`src/rtl/memory_loader.sv`:
```
// Framed byte-stream loader: parses SYNC/address/length header and writes payload into system memory.
// Optional trailer checksum when LOADER_CHECKSUM_EN is defined; otherwise error is tied low.
module memory_loader #(
    parameter int DATA_WIDTH = 8,
    parameter int ADDR_WIDTH = 16
) (
    input  logic                  clk,
    input  logic                  reset,
    input  logic [DATA_WIDTH-1:0] in_data,
    input  logic                  in_valid,
    output logic                  in_ready,
    output logic                  mem_en,
    output logic                  mem_we,
    output logic [ADDR_WIDTH-1:0] mem_addr,
    output logic [DATA_WIDTH-1:0] mem_wr_data,
    output logic                  cpu_hold,
    output logic                  done,
    output logic                  error
);

`ifdef LOADER_CHECKSUM_EN
    typedef enum logic [2:0] {IDLE, ADDR_LO, ADDR_HI, LEN_LO, LEN_HI, DATA, CSUM, FINISH} state_t;
`else
    typedef enum logic [2:0] {IDLE, ADDR_LO, ADDR_HI, LEN_LO, LEN_HI, DATA, FINISH} state_t;
`endif

    localparam logic [DATA_WIDTH-1:0] SYNC = 8'hA5;

    state_t                state;
    logic [ADDR_WIDTH-1:0] addr;
    logic [ADDR_WIDTH-1:0] count;
    logic                  accept;

    assign accept = in_valid & in_ready;

`ifdef LOADER_CHECKSUM_EN
    logic [DATA_WIDTH-1:0] sum;
`else
    assign error = 1'b0;
`endif

    always_ff @(posedge clk or negedge reset) begin
        if (!reset) begin
            state       <= IDLE;
            addr        <= '0;
            count       <= '0;
            in_ready    <= 1'b0;
            mem_en      <= 1'b0;
            mem_we      <= 1'b0;
            mem_addr    <= '0;
            mem_wr_data <= '0;
            cpu_hold    <= 1'b0;
            done        <= 1'b0;
`ifdef LOADER_CHECKSUM_EN
            sum         <= '0;
            error       <= 1'b0;
`endif
        end else begin
            // Write strobe and done are single-cycle pulses; in_ready drops only for the FINISH cycle
            mem_en   <= 1'b0;
            mem_we   <= 1'b0;
            done     <= 1'b0;
            in_ready <= 1'b1;
            case (state)
                IDLE: begin
                    if (accept && in_data == SYNC) begin
                        state    <= ADDR_LO;
                        cpu_hold <= 1'b1;
`ifdef LOADER_CHECKSUM_EN
                        error    <= 1'b0;
                        sum      <= '0;
`endif
                    end
                end
                ADDR_LO: begin
                    if (accept) begin
                        addr[7:0] <= in_data;
                        state     <= ADDR_HI;
                    end
                end
                ADDR_HI: begin
                    if (accept) begin
                        addr[15:8] <= in_data;
                        state      <= LEN_LO;
                    end
                end
                LEN_LO: begin
                    if (accept) begin
                        count[7:0] <= in_data;
                        state      <= LEN_HI;
                    end
                end
                LEN_HI: begin
                    if (accept) begin
                        count[15:8] <= in_data;
                        if ({in_data, count[7:0]} == '0) begin
`ifdef LOADER_CHECKSUM_EN
                            state    <= CSUM;
`else
                            state    <= FINISH;
                            done     <= 1'b1;
                            in_ready <= 1'b0;
`endif
                        end else begin
                            state <= DATA;
                        end
                    end
                end
                DATA: begin
                    if (accept) begin
                        mem_en      <= 1'b1;
                        mem_we      <= 1'b1;
                        mem_addr    <= addr;
                        mem_wr_data <= in_data;
                        addr        <= addr + 1'b1;
                        count       <= count - 1'b1;
`ifdef LOADER_CHECKSUM_EN
                        sum         <= sum + in_data;
`endif
                        if (count == 1) begin
`ifdef LOADER_CHECKSUM_EN
                            state    <= CSUM;
`else
                            state    <= FINISH;
                            done     <= 1'b1;
                            in_ready <= 1'b0;
`endif
                        end
                    end
                end
`ifdef LOADER_CHECKSUM_EN
                CSUM: begin
                    if (accept) begin
                        error    <= (in_data != sum);
                        state    <= FINISH;
                        done     <= 1'b1;
                        in_ready <= 1'b0;
                    end
                end
`endif
                FINISH: begin
                    cpu_hold <= 1'b0;
                    state    <= IDLE;
                end
                default: state <= IDLE;
            endcase
        end
    end

endmodule

```
`config.mk`:
```
export PLATFORM = sky130hd
export DESIGN_NAME = memory_loader
export DESIGN_NICKNAME = d
export VERILOG_FILES = /design/src/rtl/memory_loader.sv
export SDC_FILE = /design/constraint.sdc
export NUM_CORES = 1
export LEC_CHECK = 0
export CORE_MARGIN = 5
export CORE_UTILIZATION = 52
export CTS_BUF_LIST = sky130_fd_sc_hd__clkbuf_4 sky130_fd_sc_hd__clkbuf_8
export DETAILED_ROUTE_END_ITERATION = 6
export PLACE_DENSITY = 0.75
export SLEW_MARGIN = 10
export SYNTH_ARGS = -nofsm -noshare
export SYNTH_HDL_FRONTEND = slang
export SYNTH_SLANG_ARGS = --single-unit
```
`constraint.sdc`:
```
create_clock -name clk -period 1.65 [get_ports clk]
set_input_delay 0.33 -clock clk [delete_from_list [all_inputs] [get_ports clk]]
set_output_delay 0.33 -clock clk [all_outputs]
set_load 0.01 [all_outputs]
```
Figure 1. Where the registers sit (run 1).
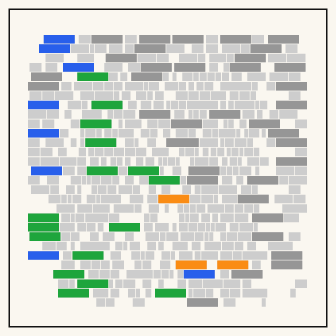
signal	color	sequential cells
state	orange	3
mem_wr_data	blue	8
count	green	16
not colored	36

Figure 2. Signal wires by layer (run 1).
Two of the layers only.
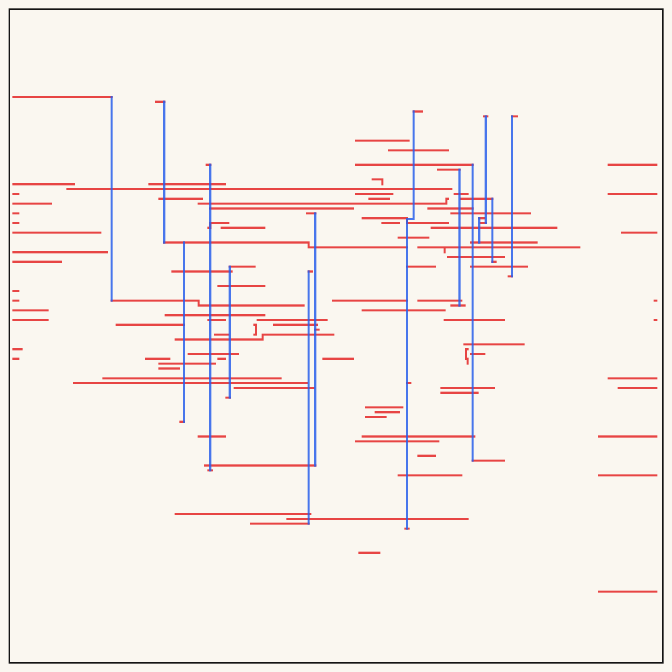
layer	color	wire length
met3	red	863 µm
met4	blue	375 µm

Figure 3. Congestion heat map (run 1).
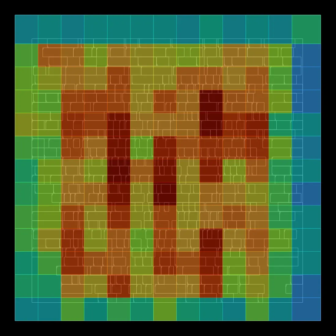
Total Routing Usage GR: 0.247
post-DR wirelength/cell: 20.5 µm

-- run 1: per-stage QoR --
step | setup TNS [ns] | worst slack, ns | std cells | power (µW)
CTS | -0.527 | -0.128 | 529 | 3040
floorplan | -0.631 | -0.139 | 343 | 1670
detailed placement | -10.28 | -0.279 | 511 | 1820
global route | -2.95 | -0.202 | 539 | 3150
finish | -1.77 | -0.139 | 539 | 3040
global placement | -8.90 | -0.270 | 511 | 1810
-- run 1: worst min path at each step --
| stage | cells after the start | endpoint | slack [ns] |
|---|---|---|---|
| after global placement | 1 | cpu_hold | 0.33 |
| after CTS | 2 | mem_addr[11] | 0.49 |
| after floorplan | 0 | addr[0] | 0.03 |
| after detailed placement | 1 | mem_addr[11] | 0.32 |
| after global routing | 2 | mem_addr[11] | 0.52 |
| final | 2 | mem_addr[11] | 0.48 |
-- run 1: synth_stat cells (2+ instances only) --
cell and count:
sky130_fd_sc_hd__dfrtp_1 63, sky130_fd_sc_hd__a311oi_1 3, sky130_fd_sc_hd__o31a_1 6, sky130_fd_sc_hd__nand2b_1 5
sky130_fd_sc_hd__nor2b_1 2, sky130_fd_sc_hd__or3_1 3, sky130_fd_sc_hd__and3_1 5, sky130_fd_sc_hd__o41ai_1 2
sky130_fd_sc_hd__o21a_1 3, sky130_fd_sc_hd__and4_1 4, sky130_fd_sc_hd__clkbuf_1 16, sky130_fd_sc_hd__a31oi_1 7
sky130_fd_sc_hd__buf_2 5, sky130_fd_sc_hd__buf_4 4, sky130_fd_sc_hd__and4b_1 2, sky130_fd_sc_hd__nor4_1 9
sky130_fd_sc_hd__nand3_1 13, sky130_fd_sc_hd__o21ai_0 19, sky130_fd_sc_hd__and2_1 2, sky130_fd_sc_hd__mux2i_1 7
sky130_fd_sc_hd__o22a_1 8, sky130_fd_sc_hd__nand2_1 25, sky130_fd_sc_hd__inv_1 6, sky130_fd_sc_hd__nand4_1 6
sky130_fd_sc_hd__a22o_1 3, sky130_fd_sc_hd__ha_1 4, sky130_fd_sc_hd__nor2_1 19, sky130_fd_sc_hd__a21oi_1 16
sky130_fd_sc_hd__o22ai_1 5, sky130_fd_sc_hd__or4_4 3, sky130_fd_sc_hd__nor3_1 9, sky130_fd_sc_hd__a211oi_1 5
sky130_fd_sc_hd__o211ai_1 2, sky130_fd_sc_hd__nor3b_1 2, sky130_fd_sc_hd__mux2_2 26, sky130_fd_sc_hd__a31o_2 2
-- run 1: layer usage --
layer / wire, µm / vias to the layer above / track usage
met4: 374 / 0 / 0.109
met3: 862 / 36 / 0.0496
met1: 4630 / 1717 / 0.336
met5: 0 / - / 0
met2: 5180 / 184 / 0.382
li1: - / 1517 / -
-- run 1: sequential cells by signal, summed over array words and instances, names as in the netlist, 3 cells and up --
name         count
addr            16
count           16
mem_addr        16
state            3
mem_wr_data      8
-- run 1: timing repair --
| action | CTS | global route |
|---|---|---|
| hold buffers | 1 | 0 |
| pin swaps | 6 | 7 |
| endpoints found under the setup margin | 14 | 52 |
| cloned | 0 | 4 |
| setup buffers | 1 | 6 |
| gates resized | 14 | 54 |
| hold endpoints to repair | 17 | 0 |
==> flow_summary.yaml, run 1 <==
# synthesis and place-and-route metrics
power:
  power.combinational.fraction: 0.075
  share_seq_of_total_power: 0.519
  peak_supply_drop_mv: 0.564
  pg_comb_uw: 227
  power_leader: "sequential cells"
  seq_power_uw: 1580
timing:
  worst_clock_skew_ns: 0.00926
  max_slew_margin: 0.663
  actual_transition_at_the_worst_max_transition_pin_ns: 0.506
  hold_ws_ns: 0.481
  report.final.hold_viol_count: 0
  setup_ws_ns: -0.139
  report.final.slew_viol_count: 0
  report.final.setup_viol: 29
  rsz0062_at_grt: "yes"
setup_path:
  crit_family: "simple AND/OR/NAND/NOR gates"
  worst_r2r_path_depth: 4
  start_kind: "flip-flop"
  critical_path_buf_inv_count: 0
  crit_path_start: "count[3]"
  worst-setup-path-type: "flip-flop to flip-flop"
  timing.critical_path.arrival_ns: 2.07
  cp_max_fo: 3
  path_common_cell: "sky130_fd_sc_hd__or4_4"
  crit_path_top_delay_cell: "sky130_fd_sc_hd__or4_4"
  cp.depth: 4
  crit_path_end: "count[7]"
final_layout:
  seqCellArea_um2: 1580
  finish.instance_area_um2: 5030
  nFlopsAndLatches: 63
  final_core_utilization: 0.787
  logic_area_um2: 1990
  drive_above_1_share: 0.372
  layout_top_cells: "75 x sky130_fd_sc_hd__buf_4, 62 x sky130_fd_sc_hd__dfrtp_1, 36 x sky130_fd_sc_hd__clkdlybuf4s50_1"
  final_common_cell: "sky130_fd_sc_hd__buf_4"
  num-nonclk-inverters: 6
  clkCellAreaFrac: 0.0356
  nNetsFinal: 472
  comb_area_frac: 0.395
die:
  floorplan.initialDensity: 0.540
  die-area_um2: 8350
  standard_cell_row_count: 29
  n_taps: 77
  design.portCount: 41
  core_region_area_um2: 6390
synth:
  synth_area_per_cell_um2: 10.0
  synthesis.nets: 358
  synthDominantAreaCellType: "sky130_fd_sc_hd__dfrtp_1"
  synthArstFlopShare: 1.00
  adder_share: 0.0145
  number_of_cells_produced_by_synthesis: 343
  synth_simple_gate_area_share: 0.192
  synth_warnings: 0
  syn-cell-area_um2: 3450
  number_of_enable_type_register_cells_in_the_synthesized_netlist: 0
  register_share_after_synthesis: 0.458
  numSynthFlops: 63
clocking:
  numClockSinks: 63
  cts_tree: "done"
  cts_inserted_buffers: 9
  clk_root_buffer_cell: "sky130_fd_sc_hd__clkbuf_8"
  htree_num_levels: 3
  clock_latency_at_the_later_pin_of_the_worst_skew_pair_ns: 0.35
global_routing:
  grt_pass1_vias: 3220
  grt_first_pass_wirelength_um: 16500
  antenna_violations_before_repair: 0
  grt_max_degree: 26
placed_design:
  routabilityCongestion: 0.965
  dpl_cell_area_um2: 4450
drt:
  ant_nets: 0
  detail_route.first_pass.iterations: 5
  post-route-drc-count: 0
min_path:
  hold_class: "primary input to asynchronous set/reset pin"
status:
  run_status: "finished with violations"
  violations: "negative setup slack"
==> inputs of run 2 (changes only) <==
--- a/config.mk
+++ b/config.mk
@@ -5,7 +5,6 @@
 export SDC_FILE = /design/constraint.sdc
 export NUM_CORES = 1
 export LEC_CHECK = 0
-export CORE_MARGIN = 5
 export CORE_UTILIZATION = 52
 export CTS_BUF_LIST = sky130_fd_sc_hd__clkbuf_4 sky130_fd_sc_hd__clkbuf_8
 export DETAILED_ROUTE_END_ITERATION = 6
Figure 4. Signal wires on met3 (run 2).
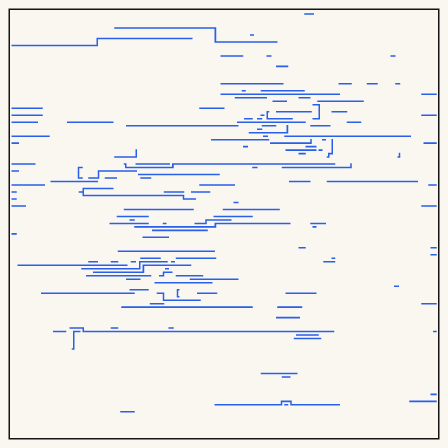
share of all routed wire	8.2%
longest straight run	48.8 µm
wire length on this layer	966 µm

==> flow_summary.yaml, run 2 <==
# synthesis and place-and-route metrics
synth:
  synth.top_cells.by_count: "63 x sky130_fd_sc_hd__dfrtp_1, 26 x sky130_fd_sc_hd__mux2_2, 25 x sky130_fd_sc_hd__nand2_1"
  synthesis.nets: 358
  synth_warnings: 0
  synth_simple_gate_area_share: 0.192
  register_share_after_synthesis: 0.458
  top_cell: "sky130_fd_sc_hd__dfrtp_1"
  synthArstFlopShare: 1.00
  synth_area_per_cell_um2: 10.0
  syn-cell-area_um2: 3450
  number_of_enable_type_register_cells_in_the_synthesized_netlist: 0
  number_of_cells_produced_by_synthesis: 343
  adder_share: 0.0145
  synthDominantAreaCellType: "sky130_fd_sc_hd__dfrtp_1"
setup_path:
  crit_family: "simple AND/OR/NAND/NOR gates"
  start_kind: "flip-flop"
  cp_max_fo: 6
  timing.critical_path.arrival_ns: 2.07
  worst_r2r_path_depth: 7
die:
  design.portCount: 41
  die-area_um2: 6960
  floorplan.initialDensity: 0.540
  core_region_area_um2: 6390
final_layout:
  layout_top_cells: "84 x sky130_fd_sc_hd__buf_4, 62 x sky130_fd_sc_hd__dfrtp_1, 36 x sky130_fd_sc_hd__clkdlybuf4s50_1"
  nNetsFinal: 488
  drive_above_1_share: 0.385
  final-instance-count-excl-fill: 555
timing:
  setup_ws_ns: -0.161
  report.final.setup_viol: 38
  worst_clock_skew_ns: 0.0101
drt:
  ant_nets: 0
  detail_route.first_pass.iterations: 5
  post-route-drc-count: 0
  routedWlPerCell_um: 21.2
status:
  violations: "negative setup slack"
  run_status: "finished with violations"
clocking:
  cts_inserted_buffers: 9
  numClockSinks: 63
  cts_tree: "done"
  clk_root_buffer_cell: "sky130_fd_sc_hd__clkbuf_8"
power:
  peak_supply_drop_mv: 0.490
global_routing:
  grt_max_degree: 26
  grt_pass1_vias: 3252
  track_usage: 0.298
  antenna_violations_before_repair: 0
min_path:
  hold_class: "primary input to asynchronous set/reset pin"
Figure 5. Congestion heat map (run 2).
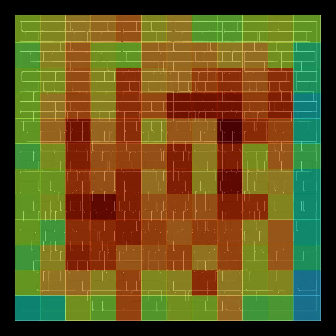
global-route track usage on met1: 0.388
met2 track utilization from global routing: 0.484

## run 2: cell counts after synthesis
No cell type changed its count.
## run 2: routing by layer
layer	routed length, µm	vias up
li1	-	1568
met1	4630	1738
met2	5640	219
met3	966	64
met4	529	0
met5	0	-
## run 2: final cells by class
class,count,area [µm²],area share
clock buffer,10,131,0.0251
clock inverter,6,61.3,0.0117
inverter,6,22.5,0.00431
multi-input combinational,249,1980,0.378
sequential,63,1580,0.302
tap,77,96.3,0.0184
timing repair buffer,144,1360,0.260
## run 2: what timing repair did
action,4_1_cts,5_1_grt
setup endpoints to repair,12,47
hold endpoints to repair,5,0
hold buffers,1,0
setup buffers,1,14
resized,9,60
pin swaps,8,14
cloned,0,6
## run 2: how the worst max path moves through the flow
stage                     depth (start not counted)        end  slack, ns       start
after floorplan                                   6  count[10]      -0.14    count[0]
final                                             7  count[12]      -0.16    count[5]
after CTS                                         4   count[7]      -0.12    count[3]
after global placement                            5   state[0]      -0.26  in_data[0]
after global routing                              7  count[12]      -0.23    count[5]
after detailed placement                          5   state[0]      -0.30  in_data[3]
## run 2: where the power goes
group	switching [µW]	total [µW]	internal, µW
sequential	15.7	1570	1560
clock	658	1370	709
combinational	131	239	108
## run 2: per-stage QoR
| stage | worst slack [ns] | area (µm²) | utilization |
|---|---|---|---|
| 2_1_floorplan | -0.139 | 3470 | - |
| 3_3_place_gp | -0.263 | 4510 | 0.707 |
| 3_5_place_dp | -0.298 | 4510 | 0.707 |
| 4_1_cts | -0.117 | 4760 | 0.746 |
| 5_1_grt | -0.233 | 5230 | 0.819 |
| 6_report | -0.161 | 5230 | 0.819 |
## run 2: logic make-up after synthesis
| logic type | Yosys count |
|---|---|
| AND/OR/NAND/NOR | 117 |
| AND-OR/OR-AND | 94 |
| flip-flops | 63 |
| multiplexers | 33 |
| buffers and inverters | 31 |
| adder cells (fa/ha/maj) | 4 |
| other | 1 |
Power and IR drop assume default switching activity.
